==> config.mk <==
export PLATFORM = sky130hd
export DESIGN_NAME = ulpi_reg_arbiter
export DESIGN_NICKNAME = d
export VERILOG_FILES = /design/src/rtl/ulpi_reg_arbiter_pkg.sv /design/src/rtl/ulpi_reg_arbiter_rr_arbiter.sv /design/src/rtl/ulpi_reg_arbiter.sv
export SDC_FILE = /design/constraint.sdc
export NUM_CORES = 1
export LEC_CHECK = 0
export CORE_MARGIN = 3
export CORE_UTILIZATION = 26
export DETAILED_ROUTE_END_ITERATION = 8
export PLACE_DENSITY = 0.56
export SETUP_SLACK_MARGIN = 0.05
export SLEW_MARGIN = 15
export SYNTH_ARGS = -nofsm -noshare
export SYNTH_HDL_FRONTEND = slang
export SYNTH_SLANG_ARGS = --single-unit
==> constraint.sdc <==
create_clock -name CLK_60M -period 2.9 [get_ports CLK_60M]
set_input_delay 0.29 -clock CLK_60M [delete_from_list [all_inputs] [get_ports CLK_60M]]
set_output_delay 0.29 -clock CLK_60M [all_outputs]
set_load 0.02 [all_outputs]
==> src/rtl/ulpi_reg_arbiter_pkg.sv <==
// ulpi_pkg: shared ULPI definitions for the register-access arbiter.
//   - ULPI register address/data widths
//   - frequently used ULPI register addresses
//   - arbiter FSM state encoding
package ulpi_pkg;

  localparam int unsigned ULPI_ADDR_W = 6;
  localparam int unsigned ULPI_DATA_W = 8;

  localparam logic [ULPI_ADDR_W-1:0] ULPI_FUN_CTRL = 6'h04;
  localparam logic [ULPI_ADDR_W-1:0] ULPI_OTG_CTRL = 6'h0A;
  localparam logic [ULPI_ADDR_W-1:0] ULPI_SCRATCH  = 6'h16;

  typedef enum logic [2:0] {
    ARB_IDLE,
    ARB_ISSUE,
    ARB_WAIT,
    ARB_RETRY,
    ARB_RESP
  } arb_state_e;

endpackage

==> src/rtl/ulpi_reg_arbiter_rr_arbiter.sv <==
// rr_arbiter: N-way round-robin pick.
//   clk_i, rst_ni : clock, asynchronous active-low reset
//   req_i         : request vector
//   adv_i         : advance pointer past adv_idx_i (pulse when a transaction finishes)
//   adv_idx_i     : index of the requester just served
//   valid_o       : at least one request set
//   idx_o         : first set request at or after the pointer (wrapping)
module rr_arbiter #(
  parameter  int unsigned N_REQ = 3,
  localparam int unsigned IDX_W = $clog2(N_REQ)
) (
  input  logic             clk_i,
  input  logic             rst_ni,
  input  logic [N_REQ-1:0] req_i,
  input  logic             adv_i,
  input  logic [IDX_W-1:0] adv_idx_i,
  output logic             valid_o,
  output logic [IDX_W-1:0] idx_o
);

  logic [IDX_W-1:0] ptr_q, ptr_d;
  int unsigned      cand;
  logic             found;

  always_comb begin
    ptr_d = ptr_q;
    if (adv_i) begin
      ptr_d = (adv_idx_i == IDX_W'(N_REQ - 1)) ? '0 : adv_idx_i + 1'b1;
    end
  end

  always_ff @(posedge clk_i or negedge rst_ni) begin
    if (!rst_ni) ptr_q <= '0;
    else         ptr_q <= ptr_d;
  end

  always_comb begin
    found = 1'b0;
    idx_o = '0;
    cand  = 0;
    for (int unsigned off = 0; off < N_REQ; off++) begin
      cand = (int'(ptr_q) + off) % N_REQ;
      if (!found && req_i[cand]) begin
        found = 1'b1;
        idx_o = IDX_W'(cand);
      end
    end
    valid_o = found;
  end

endmodule

==> src/rtl/ulpi_reg_arbiter.sv <==
// ulpi_reg_arbiter: shares the ULPI register-access port between N_REQ requesters.
// Round-robin grant, one transaction in flight, bounded retry on REG_FAIL, watchdog timeout.
//   CLK_60M, NRST_A_USB          : clock, asynchronous active-low reset
//   REQ/REQ_RW/REQ_ADDR/REQ_WDATA: per-requester request, direction, address, write data
//   GNT, RSP_DONE, RSP_FAIL      : one-hot grant, completion / failure pulses
//   RSP_RDATA                    : read data, valid with RSP_DONE, held until next read
//   READY                        : ULPI core able to accept a register access
//   REG_EN/RW/ADDR/DATA_I        : issue strobe and transaction to the ULPI core
//   REG_DATA_O/REG_DONE/REG_FAIL : read data and completion status from the ULPI core
module ulpi_reg_arbiter
  import ulpi_pkg::*;
#(
  parameter int unsigned N_REQ       = 3,
  parameter int unsigned MAX_RETRY   = 3,
  parameter int unsigned TIMEOUT_CYC = 1023
) (
  input  logic                         CLK_60M,
  input  logic                         NRST_A_USB,
  input  logic [N_REQ-1:0]             REQ,
  input  logic [N_REQ-1:0]             REQ_RW,
  input  logic [ULPI_ADDR_W*N_REQ-1:0] REQ_ADDR,
  input  logic [ULPI_DATA_W*N_REQ-1:0] REQ_WDATA,
  output logic [N_REQ-1:0]             GNT,
  output logic [N_REQ-1:0]             RSP_DONE,
  output logic [N_REQ-1:0]             RSP_FAIL,
  output logic [ULPI_DATA_W-1:0]       RSP_RDATA,
  input  logic                         READY,
  output logic                         REG_EN,
  output logic                         REG_RW,
  output logic [ULPI_ADDR_W-1:0]       REG_ADDR,
  output logic [ULPI_DATA_W-1:0]       REG_DATA_I,
  input  logic [ULPI_DATA_W-1:0]       REG_DATA_O,
  input  logic                         REG_DONE,
  input  logic                         REG_FAIL
);

  localparam int unsigned IDX_W   = $clog2(N_REQ);
  localparam int unsigned RETRY_W = (MAX_RETRY > 0) ? $clog2(MAX_RETRY + 1) : 1;
  localparam int unsigned TMO_W   = $clog2(TIMEOUT_CYC + 1);

  arb_state_e             state_q, state_d;
  logic [N_REQ-1:0]       gnt_q, gnt_d, done_q, done_d, fail_q, fail_d;
  logic [ULPI_DATA_W-1:0] rdata_q, rdata_d;
  logic                   en_q, en_d, rw_q, rw_d;
  logic [ULPI_ADDR_W-1:0] addr_q, addr_d;
  logic [ULPI_DATA_W-1:0] wdat_q, wdat_d;
  logic                   slot_rw_q, slot_rw_d;
  logic [ULPI_ADDR_W-1:0] slot_addr_q, slot_addr_d;
  logic [ULPI_DATA_W-1:0] slot_data_q, slot_data_d;
  logic [IDX_W-1:0]       slot_idx_q, slot_idx_d;
  logic [RETRY_W-1:0]     retry_q, retry_d;
  logic [TMO_W-1:0]       tmo_q, tmo_d;
  logic                   pick_valid, adv;
  logic [IDX_W-1:0]       pick_idx;

  rr_arbiter #(.N_REQ(N_REQ)) u_rr (
    .clk_i    (CLK_60M),
    .rst_ni   (NRST_A_USB),
    .req_i    (REQ),
    .adv_i    (adv),
    .adv_idx_i(slot_idx_q),
    .valid_o  (pick_valid),
    .idx_o    (pick_idx)
  );

  // Response pulses are set on the WAIT->RESP edge so they appear one cycle after REG_DONE/FAIL.
  always_comb begin
    state_d     = state_q;
    gnt_d       = gnt_q;
    done_d      = '0;
    fail_d      = '0;
    rdata_d     = rdata_q;
    en_d        = 1'b0;
    rw_d        = rw_q;
    addr_d      = addr_q;
    wdat_d      = wdat_q;
    slot_rw_d   = slot_rw_q;
    slot_addr_d = slot_addr_q;
    slot_data_d = slot_data_q;
    slot_idx_d  = slot_idx_q;
    retry_d     = retry_q;
    tmo_d       = tmo_q;
    adv         = 1'b0;
    case (state_q)
      ARB_IDLE: begin
        if (READY && pick_valid) begin
          slot_idx_d  = pick_idx;
          slot_rw_d   = REQ_RW[pick_idx];
          slot_addr_d = REQ_ADDR[int'(pick_idx)*ULPI_ADDR_W +: ULPI_ADDR_W];
          slot_data_d = REQ_WDATA[int'(pick_idx)*ULPI_DATA_W +: ULPI_DATA_W];
          gnt_d       = '0;
          gnt_d[pick_idx] = 1'b1;
          retry_d     = '0;
          state_d     = ARB_ISSUE;
        end
      end
      ARB_ISSUE: begin
        en_d    = 1'b1;
        rw_d    = slot_rw_q;
        addr_d  = slot_addr_q;
        wdat_d  = slot_data_q;
        tmo_d   = '0;
        state_d = ARB_WAIT;
      end
      ARB_WAIT: begin
        if (REG_DONE) begin
          done_d  = gnt_q;
          gnt_d   = '0;
          if (!slot_rw_q) rdata_d = REG_DATA_O;
          adv     = 1'b1;
          state_d = ARB_RESP;
        end else if (REG_FAIL || tmo_q == TMO_W'(TIMEOUT_CYC)) begin
          if (retry_q < RETRY_W'(MAX_RETRY)) begin
            retry_d = retry_q + 1'b1;
            state_d = ARB_RETRY;
          end else begin
            fail_d  = gnt_q;
            gnt_d   = '0;
            adv     = 1'b1;
            state_d = ARB_RESP;
          end
        end else if (tmo_q != '1) begin
          tmo_d = tmo_q + 1'b1;
        end
      end
      ARB_RETRY: begin
        if (READY) state_d = ARB_ISSUE;
      end
      ARB_RESP: state_d = ARB_IDLE;
      default:  state_d = ARB_IDLE;
    endcase
  end

  always_ff @(posedge CLK_60M or negedge NRST_A_USB) begin
    if (!NRST_A_USB) begin
      state_q     <= ARB_IDLE;
      gnt_q       <= '0;
      done_q      <= '0;
      fail_q      <= '0;
      rdata_q     <= '0;
      en_q        <= 1'b0;
      rw_q        <= 1'b0;
      addr_q      <= '0;
      wdat_q      <= '0;
      slot_rw_q   <= 1'b0;
      slot_addr_q <= '0;
      slot_data_q <= '0;
      slot_idx_q  <= '0;
      retry_q     <= '0;
      tmo_q       <= '0;
    end else begin
      state_q     <= state_d;
      gnt_q       <= gnt_d;
      done_q      <= done_d;
      fail_q      <= fail_d;
      rdata_q     <= rdata_d;
      en_q        <= en_d;
      rw_q        <= rw_d;
      addr_q      <= addr_d;
      wdat_q      <= wdat_d;
      slot_rw_q   <= slot_rw_d;
      slot_addr_q <= slot_addr_d;
      slot_data_q <= slot_data_d;
      slot_idx_q  <= slot_idx_d;
      retry_q     <= retry_d;
      tmo_q       <= tmo_d;
    end
  end

  assign GNT        = gnt_q;
  assign RSP_DONE   = done_q;
  assign RSP_FAIL   = fail_q;
  assign RSP_RDATA  = rdata_q;
  assign REG_EN     = en_q;
  assign REG_RW     = rw_q;
  assign REG_ADDR   = addr_q;
  assign REG_DATA_I = wdat_q;

endmodule

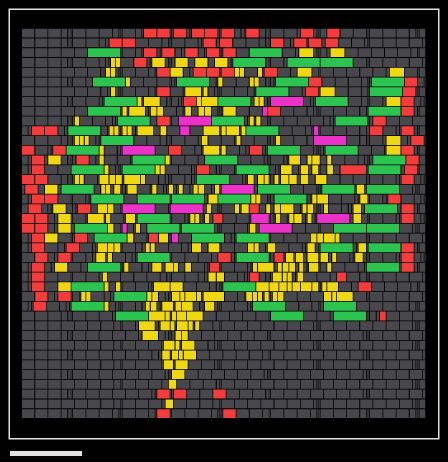
placement_by_type.png
Bar = 20 um. Fill, decap, tap and diode cells in grey.
- flops: green (cells 67; share of their area 37%)
- clock drivers and dummy loads: magenta (cells 15; share of their area 5.9%)
- other buffers and delay cells: red (cells 101; share of their area 22%)
- combinational and other logic: yellow (cells 252; share of their area 35%)
core region area: 12,300 um2
Seq area share: 35.7%
post-route core utilization: 38.3%
post-route cell area: 4700 um2

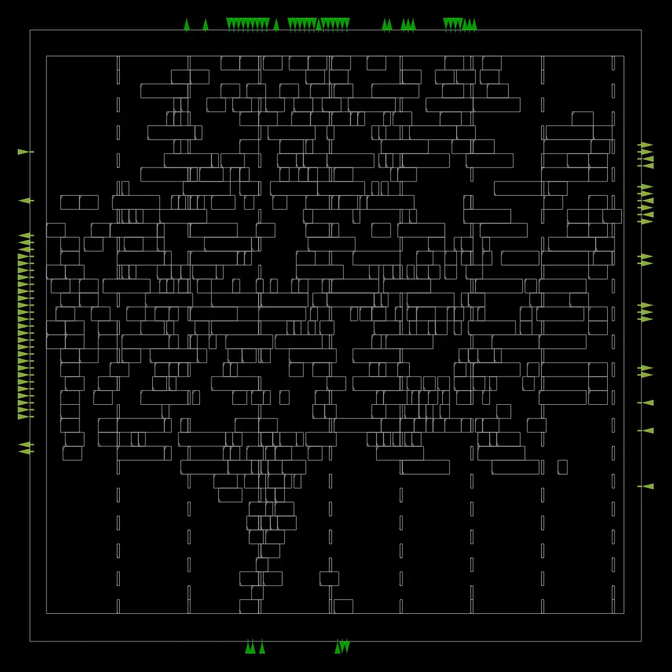
placement.png
post-route insts no fill: 603
final-layout fill cell count: 1,236
Flops: 67
row count: 40
Tap Cells: 168

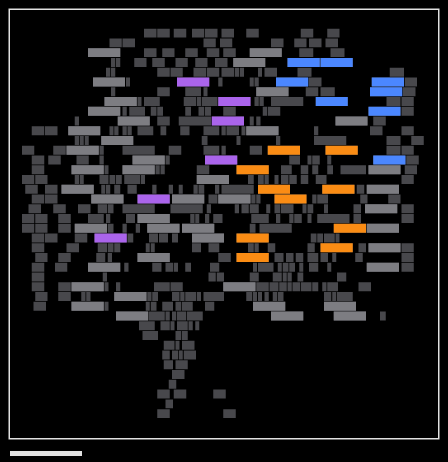
flops_by_reg.png
Bar = 20 um.
- `slot_addr_q`: purple (placed flops 6)
- `tmo_q`: orange (placed flops 10)
- `RSP_RDATA`: blue (placed flops 8; where north-east)
storage element area: 1680 um2
Seq power: 1.52 mW

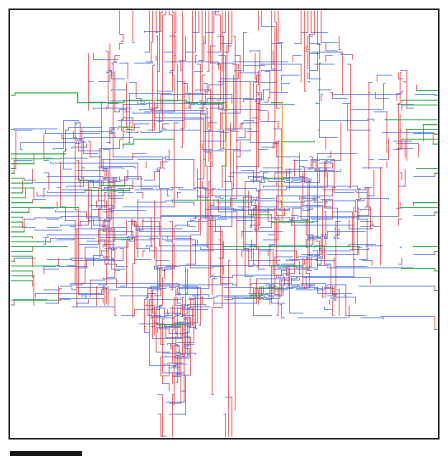
wires.png
Bar = 20 um.
- metal 3: green (wire length 544 um)
- metal 2: red (wire length 4,160 um)
- metal 4: orange (wire length 51.0 um)
- metal 1: blue (wire length 3,830 um)
final wirelength: 8.58 mm
DR vias: 2,744

==> CHANGELOG.md <==
## Implementation

- Dominant cell area share: 50.2%
- Clock Sinks: 67
- DRT met1 WL: 3.83 mm
- Pint: 2.84 mW
- Crit path buffers/inverters: 2
- R2R Path Start: u_rr.ptr_q[0]$_DFFE_PN0P_
- Slew HR: 50.2%
- Longest Clk Path Bufs: 2
- Outcome: finished clean
- Worst-path fanout max: 11
- Final worst setup slack: 0.362 ns
- Max-cap viol count: 0
- Data buffer area share: 21.3%
- Hold Crit Class: in2async
- Combinational Area: 1520 um2
- Post-synth regs: 67
- Syn Inst Count: 335
- Slew @ Worst Pin: 0.747 ns
- Worst R2R End: slot_data_q[2]$_DFFE_PN0P_
- Final Hold Viols: 0
- Clk pin slew, worst setup/hold paths: 0.05 ns
- Yosys stat chip area: 3340 um2
- Slowest-stage cell, CP: o32a_1
- Pre-placement core utilization: 27.2%
- XOR Share, Synth: 1.31%
- Worst EP arrival: 2.73 ns
- GR Util met2: 20.7%
- Setup bufs post-CTS: 0
- # resized after CTS: 0
- CTS root buf: clkbuf_16
- Share of layout cells above drive strength 1: 10.8%
- Biggest area cells: dfrtp_1 (50%), nand2_1 (7.1%), mux2i_1 (5.7%)
- Total track usage: 12.3%
- Syn Std Cell Area: 3340 um2
- Synthesized Nets: 402
No activity file was given, so power comes from the tool's default toggle rates.
